Design hex_scan, sky130hd; sources not shown.
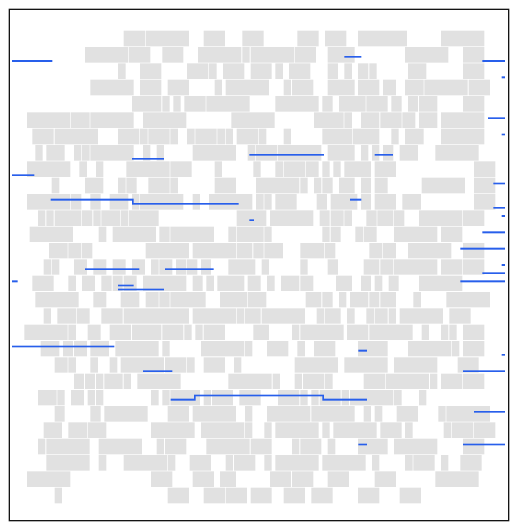
(run_1/m3.png)
(6 px per um) Cells faint in the background.
share of all routed wire: 3.1%
wire length on this layer: 200 um
via count: 2,702
met3 Track Usage GR: 0.0409

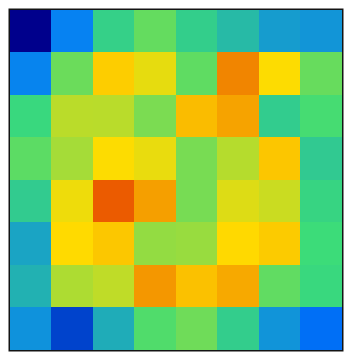
(run_1/util_map.png)
(4 px per um) 8 x 8 tiles, from dark blue (low) to red (high), 0 to 100% covered.
nearly empty tiles: 1.6%
fullest tile: 90%
tiles over 75% full: 22%
mean over tiles: 57%
Util after Layout: 0.664
FP Util: 0.575
core area: 6200 um2

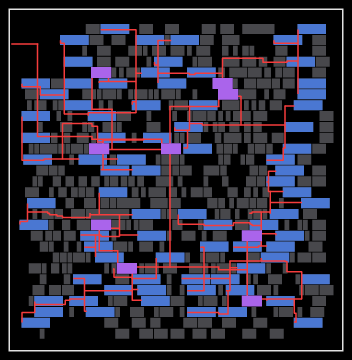
(run_1/clock_wires.png)
(4 px per um)
legend:
  blue:
    item: flip-flops
    count: 79
  red:
    item: clock wires
    length: 890 um
  purple:
    item: clock-net drivers
    count: 9
flops lie: widely spread
routed clock nets: 10
skew final: 6.16 ps
Clock power frac: 0.379
Clock Latency Late Sink: 340 ps

==> impl_metrics.tcl, run 1 <==
# collected from the flow reports
set metrics [dict create \
    die_w_um 83 \
    maxCapViolCount 0 \
    fin_nets 462 \
    yosysTopAreaCell "dfxtp_1" \
    flop_cell "dfxtp_1" \
    netlist_area_um2 3570 \
    powerDensity_nw_per_um2 335 \
    rr_worst_depth 11 \
    clock_sinks 79 \
    die_h_um 85 \
    cp.arrival_ps 3340 \
    yosysMostFrequentCell "dfxtp_1" \
    grt_use_met1 0.238 \
    crit_slowest_cell "o21ai_0" \
    period_minus_slack_ps 3130 \
    crit_fanout 14 \
    final_cell_mix "dfxtp_1, nand2_1, mux2i_1" \
    grtUsageTotal 0.197 \
    fmax_ghz 0.319 \
    ys_seq_frac 0.444 \
    cts.clk_slew.worst_paths_ps 70 \
    grtUsageMet2 0.338 \
    io_pins 41 \
    area_leaders "dfxtp_1, mux2i_1, nand2_1, nor2_1, ha_1" \
    synth_cell_types 41 \
    ff2ff_setup_slack_ps 1060 \
    cp.depth 11 \
    synthTopCellsByCount "dfxtp_1, nand2_1, mux2i_1" \
    finalNonFillerCells 503 \
    gp_congestion 0.841 \
    syn_nets 430 \
    h-tree-depth 3 \
    clockBufferDepth 2 \
    routed_via_density 5.37 \
    ctsResizeCount 0 \
    cpPeakStageDelay_ps 560 \
    setup_viol 0 \
    async_flop_share 0 \
    status "completed" \
    end_kind "flip-flop" \
    avgRoutedWirePerCell_um 12.9 \
    synth_top_area_share 0.444 \
    warning_count 35 \
    critical_path.top_delay_family "AND-OR/OR-AND gates" \
    dp_cells 488 \
    finalSetupTns_ps 0 \
    yosys_cells 390 \
    antennaDiodeCount 0 \
]
==> run 1: report_power, final <==
group	leakage, nW	internal, W	total (W)	switching [W]
combinational	0.737	0.0000431	0.0000810	0.0000379
sequential	0.642	0.000766	0.000777	0.0000102
clock	0.0975	0.000266	0.000524	0.000259
total	1.48	0.00108	0.00138	0.000307
==> run 1: kinds of logic after synthesis <==
logic type,share of synthesized area
simple gates,0.218
flops,0.444
mux,0.158
buf+inv,0.0558
compound gates,0.0481
xor+xnor,0.0344
fa+ha+maj,0.0421
==> run 1: routing by layer <==
metal	vias up	routed length, um
li1	1395	-
met1	1256	2960
met2	41	3220
met3	10	200
met4	0	102
met5	-	0
==> run 1: through the flow <==
step / utilization / instance area (um2) / hold WS [ps] / power (W) / setup slack [ps]
3_3_place_gp: 0.635 / 3940 / 443 / 0.000875 / 1250
4_1_cts: 0.664 / 4120 / 463 / 0.00139 / 1060
6_report: 0.664 / 4120 / 459 / 0.00138 / 1060
3_5_place_dp: 0.635 / 3940 / 453 / 0.000876 / 1070
2_1_floorplan: - / 3570 / 430 / 0.000842 / 1370
5_1_grt: 0.664 / 4120 / 484 / 0.00143 / 776
==> run 1: cell type report <==
type | instances | area [um2]
Sequential cell | 79 | 1580
Inverter | 12 | 45.0
Tap cell | 77 | 96.3
Clock inverter | 6 | 55.1
Fill cell | 551 | 2080
Clock buffer | 9 | 124
Timing Repair Buffer | 44 | 430
Multi-Input combinational cell | 276 | 1790
==> run 1: tightest hold or removal path, stage by stage (launching register included) <==
cell,delay [ps]
dfxtp_1,310
nand2_1,50
mux2i_1,50
==> run_1/congestion_map.png <==
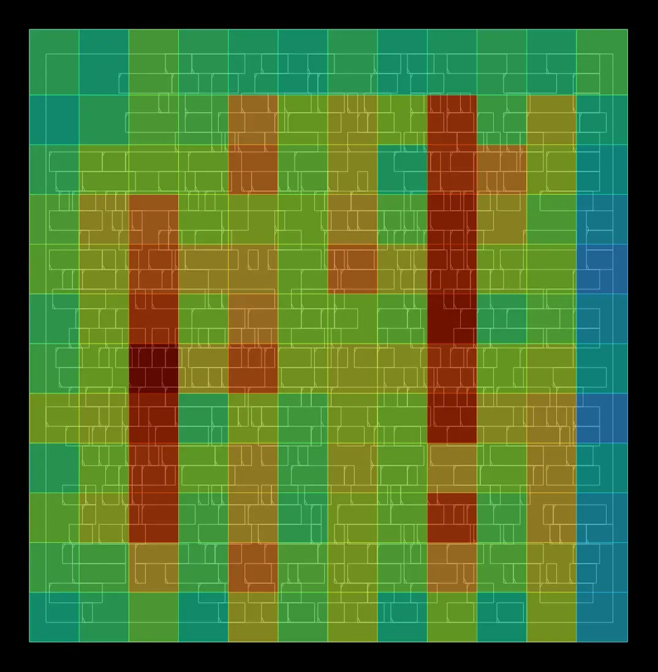

==> run 2: changes to the inputs <==
CORE_AREA = 2 2 83 85   (was 2 2 81 83)
DIE_AREA = 0 0 85 87   (was 0 0 83 85)
clock period = 3.1 ns   (was 4.19 ns; I/O delays follow)
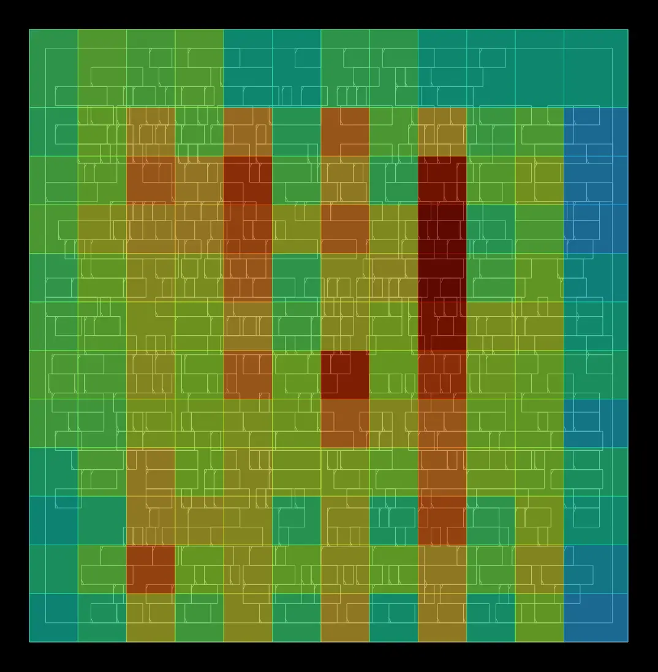
(run_2/congestion_map.png)
gr usage total: 0.193
met3 Track Usage GR: 0.0379

==> impl_metrics.tcl, run 2 <==
# collected from the flow reports
set metrics [dict create \
    status "completed" \
    nFillCells 562 \
    maxCapViolCount 0 \
    yosys_cells 390 \
    syn_nets 430 \
    gp_congestion 0.862 \
    final.setup_skew_ps 7.02 \
    setup_viol 0 \
    drt_iter0_drc 80 \
    avgRoutedWirePerCell_um 13.3 \
    holdWs_ps 463 \
    h-tree-depth 3 \
    antennaDiodeCount 0 \
    fmax_ghz 0.369 \
    fin_nets 465 \
    rr_worst_depth 12 \
    async_flop_share 0 \
    routed_via_density 5.38 \
    synth_top_area_share 0.444 \
    period_minus_slack_ps 2710 \
    io_pins 41 \
    clockBufferDepth 2 \
    synth_cell_types 41 \
    final_cell_mix "dfxtp_1, nand2_1, mux2i_1" \
    netlist_area_um2 3570 \
    end_kind "flip-flop" \
    fp_util 0.543 \
    cpPeakStageDelay_ps 440 \
    vias 2746 \
    coreArea_um2 6570 \
    fin_util 0.638 \
    cp.arrival_ps 2930 \
    ff2ff_setup_slack_ps 390 \
    clock_sinks 79 \
    rows 30 \
    rsz0062_at_grt "false" \
    die_h_um 87 \
    synthTopCellsByCount "dfxtp_1, nand2_1, mux2i_1" \
    powerDensity_nw_per_um2 475 \
    grt_pass1_vias 2491 \
    yosysMostFrequentCell "dfxtp_1" \
    cts.clk_slew.worst_paths_ps 80 \
    flop_cell "dfxtp_1" \
    die_w_um 85 \
    crit_fanout 12 \
    power_w 0.00199 \
    crit_slowest_cell "mux4_2" \
    cp.depth 12 \
    warning_count 35 \
]
==> run 2: routing by layer <==
layer	share of wire	track usage	vias to the layer above
met3	0.043	0.0379	14
met2	0.45	0.314	54
met4	0.022	0.0938	0
met1	0.48	0.246	1280
met5	0	0	-
li1	-	-	1398
==> run 2: power by group <==
part	switching (W)	internal [W]	leakage (nW)
Sequential	0.0000133	0.00104	0.642
Combinational	0.0000522	0.0000583	0.753
Clock	0.000360	0.000472	0.114
==> run 2: area by class of cell <==
type,count,area (um2),share of cell area
multi-input cells,276,1790,0.427
inverters,12,45.0,0.0107
flip-flops and latches,79,1580,0.377
repair buffers,47,453,0.108
clock buffers,10,138,0.0328
well taps,80,100,0.0239
clock inverters,6,85.1,0.0203
==> run 2: cells by family after synthesis <==
logic type,share of synthesized area
compound gates,0.0481
xor+xnor,0.0344
fa+ha+maj,0.0421
buf+inv,0.0558
flops,0.444
mux,0.158
simple gates,0.218
==> run 2: through the flow <==
stage,setup WS (ps),instances,cell area (um2)
final,391,510,4190
after global routing,262,510,4190
after CTS,238,510,4190
after detailed placement,245,494,3970
after global placement,407,494,3970
after floorplan,278,390,3570
==> run 2: timing repair <==
| item | in CTS | in global routing |
|---|---|---|
| hold buffers | 0 | 0 |
| resized | 0 | 1 |
| endpoints found under the setup margin | 0 | 1 |
Power figures rest on the tool's default switching activity, not on a simulated workload.
